==> run_1/ff_map.png <==
Drawn at 2 px/um.
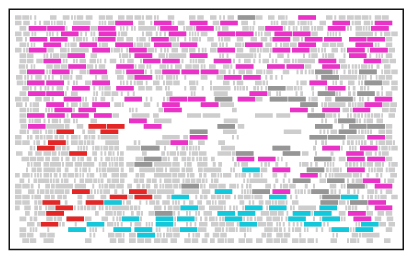
==> run_1/layers.png <==
Drawn at 2 px/um.
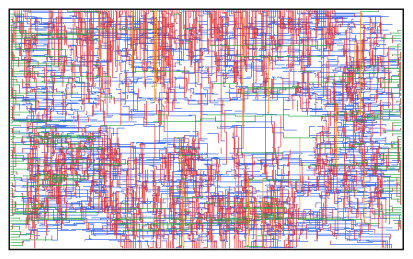
==> run_1/congestion_map.png <==
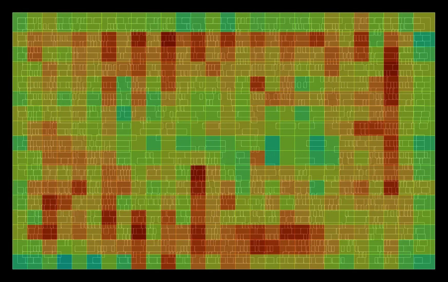
`src/rtl/mem_arb_pkg.sv`:
```
// Shared types and helpers for the unified-RAM arbiter (fetch line refill vs. LSU).
// Round-robin arbitration is enabled by defining MEM_ARB_RR_EN.
package mem_arb_pkg;

    typedef enum logic [1:0] {
        ST_IDLE  = 2'd0,
        ST_READ  = 2'd1,
        ST_WRITE = 2'd2
    } state_t;

    typedef enum logic {
        OWN_IF = 1'b0,
        OWN_LS = 1'b1
    } owner_t;

    localparam logic [1:0] SIZE_B = 2'd0;
    localparam logic [1:0] SIZE_H = 2'd1;
    localparam logic [1:0] SIZE_W = 2'd2;

    // Size code 3 is treated as a word.
    function automatic logic [2:0] size_bytes(input logic [1:0] size);
        case (size)
            SIZE_B:  return 3'd1;
            SIZE_H:  return 3'd2;
            default: return 3'd4;
        endcase
    endfunction

endpackage

```
`src/rtl/mem_arb_rr.sv`:
```
// Two-requester grant generator. With MEM_ARB_RR_EN a 1-bit pointer alternates ties,
// otherwise the LSU has fixed priority and no state exists.
module mem_arb_rr
    import mem_arb_pkg::*;
(
`ifdef MEM_ARB_RR_EN
    input  logic clk,
    input  logic rst_n,
    input  logic accept,
`endif
    input  logic req_if,
    input  logic req_ls,
    output logic gnt_if,
    output logic gnt_ls
);

`ifdef MEM_ARB_RR_EN
    owner_t ptr_q, ptr_d;

    always_comb begin
        gnt_ls = req_ls && (!req_if || (ptr_q == OWN_LS));
        gnt_if = req_if && (!req_ls || (ptr_q == OWN_IF));
    end

    // After any accept the pointer favours whoever was not just served.
    always_comb begin
        ptr_d = ptr_q;
        if (accept) begin
            ptr_d = gnt_ls ? OWN_IF : OWN_LS;
        end
    end

    always_ff @(posedge clk or negedge rst_n) begin
        if (!rst_n) begin
            ptr_q <= OWN_LS;
        end else begin
            ptr_q <= ptr_d;
        end
    end
`else
    always_comb begin
        gnt_ls = req_ls;
        gnt_if = req_if && !req_ls;
    end
`endif

endmodule

```
`src/rtl/mem_arbiter.sv`:
```
// Shares the byte-addressed unified RAM between fetch line reads and LSU loads/stores.
// Define MEM_ARB_RR_EN for round-robin ties; default build gives the LSU fixed priority.
//
// state    | meaning
// ST_IDLE  | waiting; ready asserted for the granted requester, RAM port quiet
// ST_READ  | one RAM line read at the latched address, response captured
// ST_WRITE | one byte written per cycle at addr+k, response after the last byte
module mem_arbiter
    import mem_arb_pkg::*;
#(
    parameter int ADDR_WIDTH = 17,
    parameter int DATA_WIDTH = 8,
    parameter int LINE_WIDTH = 128
) (
    input  logic                  clk,
    input  logic                  rst_n,
    input  logic                  if_req_valid,
    input  logic [ADDR_WIDTH-1:0] if_req_addr,
    output logic                  if_req_ready,
    output logic                  if_resp_valid,
    output logic [LINE_WIDTH-1:0] if_resp_line,
    input  logic                  ls_req_valid,
    input  logic                  ls_req_we,
    input  logic [1:0]            ls_req_size,
    input  logic [ADDR_WIDTH-1:0] ls_req_addr,
    input  logic [31:0]           ls_req_wdata,
    output logic                  ls_req_ready,
    output logic                  ls_resp_valid,
    output logic [31:0]           ls_resp_rdata,
    output logic [ADDR_WIDTH-1:0] mem_addr,
    output logic                  mem_we,
    output logic [DATA_WIDTH-1:0] mem_wdata,
    input  logic [LINE_WIDTH-1:0] mem_rdata
);

    state_t                state_q, state_d;
    owner_t                owner_q, owner_d;
    logic [ADDR_WIDTH-1:0] addr_q, addr_d;
    logic [1:0]            size_q, size_d;
    logic [31:0]           wdata_q, wdata_d;
    logic [1:0]            k_q, k_d;
    logic                  if_resp_valid_q, if_resp_valid_d;
    logic [LINE_WIDTH-1:0] if_resp_line_q, if_resp_line_d;
    logic                  ls_resp_valid_q, ls_resp_valid_d;
    logic [31:0]           ls_resp_rdata_q, ls_resp_rdata_d;

    logic        gnt_if, gnt_ls;
    logic        idle;
    logic [31:0] load_data;
    logic        last_byte;

    assign idle         = (state_q == ST_IDLE);
    assign if_req_ready = idle && gnt_if;
    assign ls_req_ready = idle && gnt_ls;

    mem_arb_rr u_rr (
`ifdef MEM_ARB_RR_EN
        .clk    (clk),
        .rst_n  (rst_n),
        .accept (if_req_ready || ls_req_ready),
`endif
        .req_if (if_req_valid),
        .req_ls (ls_req_valid),
        .gnt_if (gnt_if),
        .gnt_ls (gnt_ls)
    );

    always_comb begin
        case (size_q)
            SIZE_B:  load_data = {24'd0, mem_rdata[7:0]};
            SIZE_H:  load_data = {16'd0, mem_rdata[15:0]};
            default: load_data = mem_rdata[31:0];
        endcase
    end

    assign last_byte = ({1'b0, k_q} == (size_bytes(size_q) - 3'd1));

    always_comb begin
        state_d         = state_q;
        owner_d         = owner_q;
        addr_d          = addr_q;
        size_d          = size_q;
        wdata_d         = wdata_q;
        k_d             = k_q;
        if_resp_valid_d = 1'b0;
        if_resp_line_d  = if_resp_line_q;
        ls_resp_valid_d = 1'b0;
        ls_resp_rdata_d = ls_resp_rdata_q;
        case (state_q)
            ST_IDLE: begin
                if (if_req_ready) begin
                    owner_d = OWN_IF;
                    addr_d  = if_req_addr;
                    state_d = ST_READ;
                end else if (ls_req_ready) begin
                    owner_d = OWN_LS;
                    addr_d  = ls_req_addr;
                    size_d  = ls_req_size;
                    wdata_d = ls_req_wdata;
                    k_d     = 2'd0;
                    state_d = ls_req_we ? ST_WRITE : ST_READ;
                end
            end
            ST_READ: begin
                state_d = ST_IDLE;
                if (owner_q == OWN_IF) begin
                    if_resp_valid_d = 1'b1;
                    if_resp_line_d  = mem_rdata;
                end else begin
                    ls_resp_valid_d = 1'b1;
                    ls_resp_rdata_d = load_data;
                end
            end
            ST_WRITE: begin
                k_d = k_q + 2'd1;
                if (last_byte) begin
                    state_d         = ST_IDLE;
                    ls_resp_valid_d = 1'b1;
                    ls_resp_rdata_d = 32'd0;
                end
            end
            default: state_d = ST_IDLE;
        endcase
    end

    // RAM port is decoded from registered state so reset silences it immediately.
    always_comb begin
        mem_we    = 1'b0;
        mem_addr  = '0;
        mem_wdata = '0;
        if (state_q == ST_READ) begin
            mem_addr = addr_q;
        end else if (state_q == ST_WRITE) begin
            mem_we   = 1'b1;
            mem_addr = addr_q + ADDR_WIDTH'(k_q);
            case (k_q)
                2'd0:    mem_wdata = wdata_q[7:0];
                2'd1:    mem_wdata = wdata_q[15:8];
                2'd2:    mem_wdata = wdata_q[23:16];
                default: mem_wdata = wdata_q[31:24];
            endcase
        end
    end

    always_ff @(posedge clk or negedge rst_n) begin
        if (!rst_n) begin
            state_q         <= ST_IDLE;
            owner_q         <= OWN_LS;
            addr_q          <= '0;
            size_q          <= SIZE_B;
            wdata_q         <= '0;
            k_q             <= '0;
            if_resp_valid_q <= 1'b0;
            if_resp_line_q  <= '0;
            ls_resp_valid_q <= 1'b0;
            ls_resp_rdata_q <= '0;
        end else begin
            state_q         <= state_d;
            owner_q         <= owner_d;
            addr_q          <= addr_d;
            size_q          <= size_d;
            wdata_q         <= wdata_d;
            k_q             <= k_d;
            if_resp_valid_q <= if_resp_valid_d;
            if_resp_line_q  <= if_resp_line_d;
            ls_resp_valid_q <= ls_resp_valid_d;
            ls_resp_rdata_q <= ls_resp_rdata_d;
        end
    end

    assign if_resp_valid = if_resp_valid_q;
    assign if_resp_line  = if_resp_line_q;
    assign ls_resp_valid = ls_resp_valid_q;
    assign ls_resp_rdata = ls_resp_rdata_q;

endmodule
```
`config.mk`:
```
export PLATFORM = sky130hd
export DESIGN_NAME = mem_arbiter
export DESIGN_NICKNAME = d
export VERILOG_FILES = /design/src/rtl/mem_arb_pkg.sv /design/src/rtl/mem_arb_rr.sv /design/src/rtl/mem_arbiter.sv
export SDC_FILE = /design/constraint.sdc
export NUM_CORES = 1
export LEC_CHECK = 0
export ABC_AREA = 1
export CAP_MARGIN = 20
export CORE_ASPECT_RATIO = 0.6
export CORE_MARGIN = 2
export CORE_UTILIZATION = 43
export CTS_CLUSTER_SIZE = 10
export DETAILED_ROUTE_END_ITERATION = 10
export PLACE_DENSITY_LB_ADDON = 0.25
export SLEW_MARGIN = 10
export SYNTH_ARGS = -nofsm -noshare
export SYNTH_HDL_FRONTEND = slang
export SYNTH_HIERARCHICAL = 1
export SYNTH_SLANG_ARGS = --single-unit
```
`constraint.sdc`:
```
create_clock -name clk -period 2.3 [get_ports clk]
set_clock_uncertainty 0.15 [all_clocks]
set_input_delay 0.46 -clock clk [delete_from_list [all_inputs] [get_ports clk]]
set_output_delay 0.46 -clock clk [all_outputs]
set_load 0.02 [all_outputs]
```
==> results.py, run 1 <==
# Auto-generated metrics
metrics = {
    "run": {
        "warning_count": 33,
        "cap_viol_max_count": 0,
    },
    "cts": {
        "insertion_delay_ns": 0.52,
        "cts_root_buf": "clkbuf_16",
        "clockBufferDepth": 3,
        "hold_buffers": 1,
        "htreeDepth": 1,
    },
    "yosys": {
        "synth_stat.cells": 1172,
        "post_synth_num_cell_types": 30,
        "synth.cell_area_sq_mm": 0.009538,
        "ys_area_sq_mm": 0.009538,
        "synth_warnings": 6,
        "yosysTopAreaCell": "dfrtp_1",
        "synth_seq_share_pct": 57.21,
        "top_cell_area_share_pct": 56.93,
    },
    "sta": {
        "rsz0062_at_grt": "true",
        "hold_viol_final": 0,
        "setup_ws_ns": -0.5393,
        "min_period_ns": 2.839,
        "fin_crit_sh_pct": 123.4,
        "fin_tns_setup_ns": -9.795,
        "fmax_mhz": 352.2,
        "worstMarginPinSlew_ns": 0.4228,
        "finalSetupViolCount": 25,
        "slew_violations": 0,
    },
    "layout": {
        "largest_class": "registers",
        "nets": 1835,
        "final_cells": 1918,
        "final_util_pct": 70.58,
        "clk_share_pct": 4.384,
        "logic_gates": 825,
        "design_area_sq_mm": 0.01547,
        "layout-area-overhead-vs-synth_pct": 62.17,
    },
    "setup_path": {
        "path_depth": 11,
        "critical_path_class": "reg -> out",
        "crit_arrival_ns": 2.23,
        "critical-path-top-delay-family": "simple AND/OR/NAND/NOR gates",
        "endpoint_kind": "primary output",
        "path_cells": "ha_4 > fa_2 > nand2_4 > nor2_4 > nand2_4 > nor2_4 > buf_4 > inv_1 > nor2_1 > nor2_1 > buf_4",
        "reg2reg_to": "k_q[0]",
        "cp-start-kind": "flop",
        "path_max_fanout": 3,
    },
    "grt": {
        "overflow": 0,
        "grt_pass1_wl_mm": 50.72,
        "grt_pass1_vias": 9331,
        "antenna_found_initial": 1,
    },
    "detailed_routing": {
        "avgViaCountPerCell": 4.976,
    },
    "status": {
        "failed_checks": "setup timing",
        "status": "finished, violations left",
    },
    "place": {
        "dp_hpwl_mm": 23.48,
        "place.port_buffers": 390,
        "pre_cts_ws_ns": -0.4907,
    },
    "worst_hold_path": {
        "hold_class": "in -> async",
    },
    "floorplan": {
        "coreArea_sq_mm": 0.02191,
    },
}
-- ff_map.png (at the start) --
name in the netlist	colour	placed flops
`addr_q`	red	17
`wdata_q`	cyan	32
`if_resp_line`	magenta	128
not coloured	41
sequential cell area share: 35.28%
storage element area: 0.005456 sq mm

-- layers.png (at the start) --
layer	colour	wire length
M1	blue	14300 um
M2	red	15100 um
M3	green	2980 um
M4	orange	853 um
post-DR wirelength/cell: 17.33 um
Routed WL: 33.25 mm
DR vias: 9544
gr usage total: 27.57%

-- congestion_map.png (at the start) --
global routing usage on met1: 38.76%
most used routing layer: met2

## run 1: kinds of logic after synthesis
logic type               Yosys count  share of synthesized area [%]
AND/OR/NAND/NOR                  702                          28.91
flip-flops                       218                          57.21
buffers and inverters            129                          6.126
AND-OR/OR-AND                    111                          6.139
adder cells (fa/ha/maj)           11                          1.522
XOR/XNOR                           1                        0.09184
## run 1: layer usage
layer	part of all wire, %	up-vias	routed length [um]	GRT usage, %
li1	-	4534	-	-
met1	43	4516	14290	38.76
met2	45	431	15130	43.09
met3	9.0	63	2979	6.599
met4	2.6	0	853	7.055
met5	0	-	0	0
==> run_1/clock_wires.png <==
Drawn at 2 px/um.
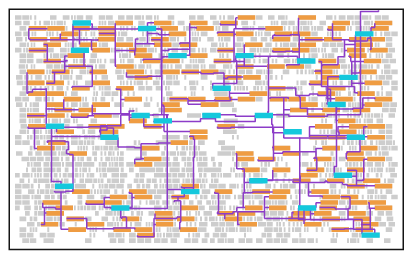

==> run 1 -> run 2 <==
- CORE_UTILIZATION: 43 -> 47
- CTS_CLUSTER_SIZE: 10 -> default
- RECOVER_POWER: default -> 100
- clock period: 2.3 -> 3.6 ns (I/O delays scaled with it)
==> run_2/clock_wires.png <==
Drawn at 2 px/um.
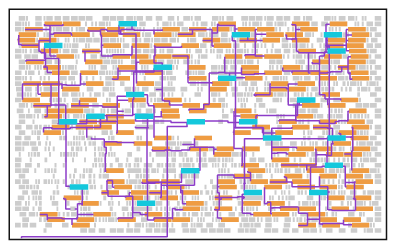
[flip-flops] orange | count: 218
[clock wires] purple | length: 2680 um
[clock-net drivers] cyan | count: 22
routed clock nets	23
flops lie	widely spread

==> results.py, run 2 <==
# Auto-generated metrics
metrics = {
    "status": {
        "status": "finished, violations left",
        "failed_checks": "capacitance limit, slew limit",
    },
    "layout": {
        "signal_buffers": 406,
        "layout-area-overhead-vs-synth_pct": 49.99,
        "nets": 1758,
        "flop_area_sq_mm": 0.005459,
        "final_cells": 1835,
        "design_area_sq_mm": 0.01431,
        "clk_share_pct": 5.396,
        "largest_class": "registers",
        "sh_seq_area_pct": 38.16,
    },
    "yosys": {
        "post_synth_num_cell_types": 30,
        "ys_area_sq_mm": 0.009538,
        "synth_seq_share_pct": 57.21,
        "yosys-mux-area-fraction_pct": 0,
        "synth.logic.top_family": "simple AND/OR/NAND/NOR gates",
        "xor_area_share_pct": 0.09183,
        "synth_stat.cells": 1172,
        "fp_nets": 1384,
        "ys_sh_aoi_pct": 6.139,
        "ys_sh_simple_pct": 28.91,
        "adder_share_pct": 1.522,
        "top_cell_area_share_pct": 56.93,
        "synth_warnings": 6,
        "synth.cell_area_sq_mm": 0.009538,
    },
    "setup_path": {
        "crit_arrival_ns": 2.62,
        "path_cells": "ha_1 > nand3_1 > nand2_1 > nand3_1 > nor2_1 > nor2_1 > nor2_1 > clkdlybuf4s50_1",
        "critical-path-top-delay-family": "simple AND/OR/NAND/NOR gates",
        "cp-start-kind": "flop",
        "reg2reg_to": "ls_resp_rdata[11]",
        "critical_path_class": "reg -> out",
        "endpoint_kind": "primary output",
        "path_max_fanout": 6,
    },
    "sta": {
        "worstMarginPinSlew_ns": 2.462,
        "slew_violations": 220,
        "setup_ws_ns": 0.1060,
        "rsz0062_at_grt": "false",
        "min_period_ns": 3.494,
        "finalSetupViolCount": 0,
        "fmax_mhz": 286.2,
    },
    "grt": {
        "grtUsageTotal_pct": 28.68,
        "antenna_found_initial": 0,
        "overflow": 0,
        "grt_pass1_wl_mm": 48.30,
        "grt_pass1_vias": 8759,
    },
    "cts": {
        "cts_root_buf": "clkbuf_16",
        "insertion_delay_ns": 0.50,
        "htreeDepth": 1,
        "clockBufferDepth": 3,
    },
    "detailed_routing": {
        "vias": 9141,
        "dr.max_layer_used": "met4",
        "met3_length_mm": 2.566,
        "avgViaCountPerCell": 4.981,
        "wl_met2_mm": 14.17,
        "wl_per_cell_um": 16.93,
        "drt-total-wl_mm": 31.06,
    },
    "place": {
        "place.port_buffers": 390,
        "dp_hpwl_mm": 22.62,
    },
    "run": {
        "warning_count": 32,
        "cap_viol_max_count": 3,
    },
    "worst_hold_path": {
        "hold_class": "reg -> reg",
    },
}
-- run 2: cell counts after synthesis --
No cell type changed its count.
-- run 2: per-layer routing --
metal / global-route usage (%) / vias to the layer above
met2: 44.52 / 407
met1: 40.48 / 4284
met3: 6.834 / 61
met4: 8.609 / 0
met5: 0 / -
li1: - / 4389
-- run 2: worst max-delay path by stage --
stage | cells past startpoint | slack (ns) | to | start
2_1_floorplan | 6 | 0.99 | mem_wdata[0] | state_q[0]
3_3_place_gp | 11 | 0.44 | mem_addr[12] | k_q[0]
3_5_place_dp | 11 | 0.42 | mem_addr[12] | k_q[0]
4_1_cts | 7 | 0.01 | mem_addr[5] | state_q[1]
5_1_grt | 7 | 0.006 | mem_addr[3] | k_q[1]
6_report | 8 | 0.11 | mem_addr[11] | k_q[1]
==> run_2/congestion_map.png <==
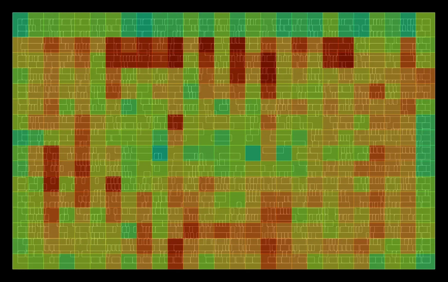

==> run 2 -> run 3 <==
--- a/config.mk
+++ b/config.mk
@@ -7,5 +7,4 @@
 export LEC_CHECK = 0
 export ABC_AREA = 1
-export CAP_MARGIN = 20
 export CORE_ASPECT_RATIO = 0.6
 export CORE_MARGIN = 2
--- a/constraint.sdc
+++ b/constraint.sdc
@@ -3,3 +3,3 @@
 set_input_delay 0.72 -clock clk [delete_from_list [all_inputs] [get_ports clk]]
 set_output_delay 0.72 -clock clk [all_outputs]
-set_load 0.02 [all_outputs]
+set_load 0.1 [all_outputs]
==> run_3/congestion_map.png <==
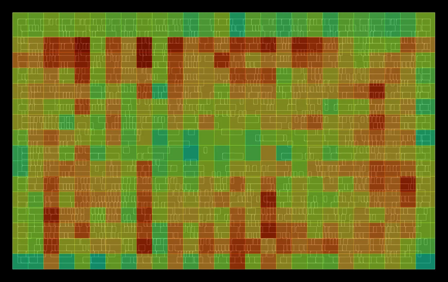
gr usage total: 28.05%
Final Util: 69.37%
routing usage on met3: 6.742%
met2 Usage GRT: 44.62%
post-DR wirelength/cell: 16.67 um

==> results.py, run 3 <==
# Auto-generated metrics
metrics = {
    "status": {
        "status": "finished, violations left",
        "failed_checks": "capacitance limit, slew limit",
    },
    "setup_path": {
        "critical_path_class": "reg -> out",
        "cp-startpoint": "k_q[0]",
        "endpoint_kind": "primary output",
        "reg2reg_to": "size_q[0]",
        "critical-path-top-delay-family": "simple AND/OR/NAND/NOR gates",
        "cp-start-kind": "flop",
        "path_max_fanout": 5,
        "crit_arrival_ns": 2.56,
        "crit_end": "mem_addr[16]",
        "path_cells": "ha_1 > fa_1 > nand2_1 > inv_1 > nand3_1 > nor2_1 > nand2_1 > nand2_1 > nor2_1 > buf_12",
        "path_depth": 10,
    },
    "sta": {
        "fmax_mhz": 291.3,
        "hold_viol_final": 0,
        "fin_crit_sh_pct": 95.35,
        "finalSetupViolCount": 0,
        "rsz0062_at_grt": "false",
        "slew_violations": 80,
        "worstMarginPinSlew_ns": 2.090,
        "min_period_ns": 3.432,
    },
    "layout": {
        "final_cells": 1830,
        "drive_above_1_share_pct": 6.423,
        "flop_area_sq_mm": 0.005456,
        "layout-area-overhead-vs-synth_pct": 45.23,
        "nets": 1754,
        "design_area_sq_mm": 0.01385,
        "combGateArea_sq_mm": 0.003620,
    },
    "cts": {
        "cts_root_buf": "clkbuf_16",
        "clockBufferDepth": 3,
        "insertion_delay_ns": 0.50,
        "htreeDepth": 1,
        "hold_buffers": 0,
    },
    "yosys": {
        "ys_sh_aoi_pct": 6.139,
        "synth.cell_area_sq_mm": 0.009538,
        "post_synth_num_cell_types": 30,
        "top_cell_area_share_pct": 56.93,
        "synth_stat.cells": 1172,
        "synth_seq_share_pct": 57.21,
        "yosys-top-cells-area": "dfrtp_1, nand2_1, nor2_1",
        "fp_nets": 1384,
        "synth.logic.top_family": "simple AND/OR/NAND/NOR gates",
        "xor_area_share_pct": 0.09183,
        "ys_sh_simple_pct": 28.91,
        "adder_share_pct": 1.522,
        "ys_area_sq_mm": 0.009538,
        "yosysTopAreaCell": "dfrtp_1",
        "synth_warnings": 6,
        "yosys-mux-area-fraction_pct": 0,
        "most_common_cell": "nand2_1",
    },
    "run": {
        "warning_count": 32,
        "cap_viol_max_count": 1,
    },
    "detailed_routing": {
        "met3_length_mm": 2.477,
        "wl_met1_mm": 13.26,
        "avgViaCountPerCell": 4.947,
        "wl_met2_mm": 14.00,
        "drt-total-wl_mm": 30.51,
        "ant_nets": 0,
        "vias": 9053,
        "dr.max_layer_used": "met4",
    },
    "grt": {
        "busiest_layer": "met2",
        "grt_pass1_wl_mm": 47.43,
        "grt_pass1_vias": 8711,
        "overflow": 0,
    },
    "worst_hold_path": {
        "hold_class": "reg -> reg",
    },
    "place": {
        "dp_hpwl_mm": 22.30,
        "place.port_buffers": 390,
    },
    "floorplan": {
        "coreArea_sq_mm": 0.01997,
    },
}
run 3: cell types whose count changed in the layout (fill, tap and decap cells not counted), sizes merged, moves of 6 or more:
cell / previous run / this run
clkbuf: 44 / 144
dlygate4sd3: 167 / 64
dlygate4sd2: 6 / 0
clkdlybuf4s50: 211 / 199
buf: 10 / 26
run 3: through the flow:
stage          worst slack [ns]  TNS (ns)
5_1_grt                 0.01775         0
6_report                 0.1675         0
3_3_place_gp             0.6776         0
2_1_floorplan           -0.1860   -0.3721
4_1_cts                 0.07866         0
3_5_place_dp             0.6248         0
run 3: cell type report:
class / count / area share, %
sequential: 218 / 39.39
timing repair buffer: 403 / 24.93
inverter: 73 / 2.014
tap: 273 / 2.466
clock inverter: 7 / 0.6413
clock buffer: 31 / 4.426
multi-input combinational: 825 / 26.13
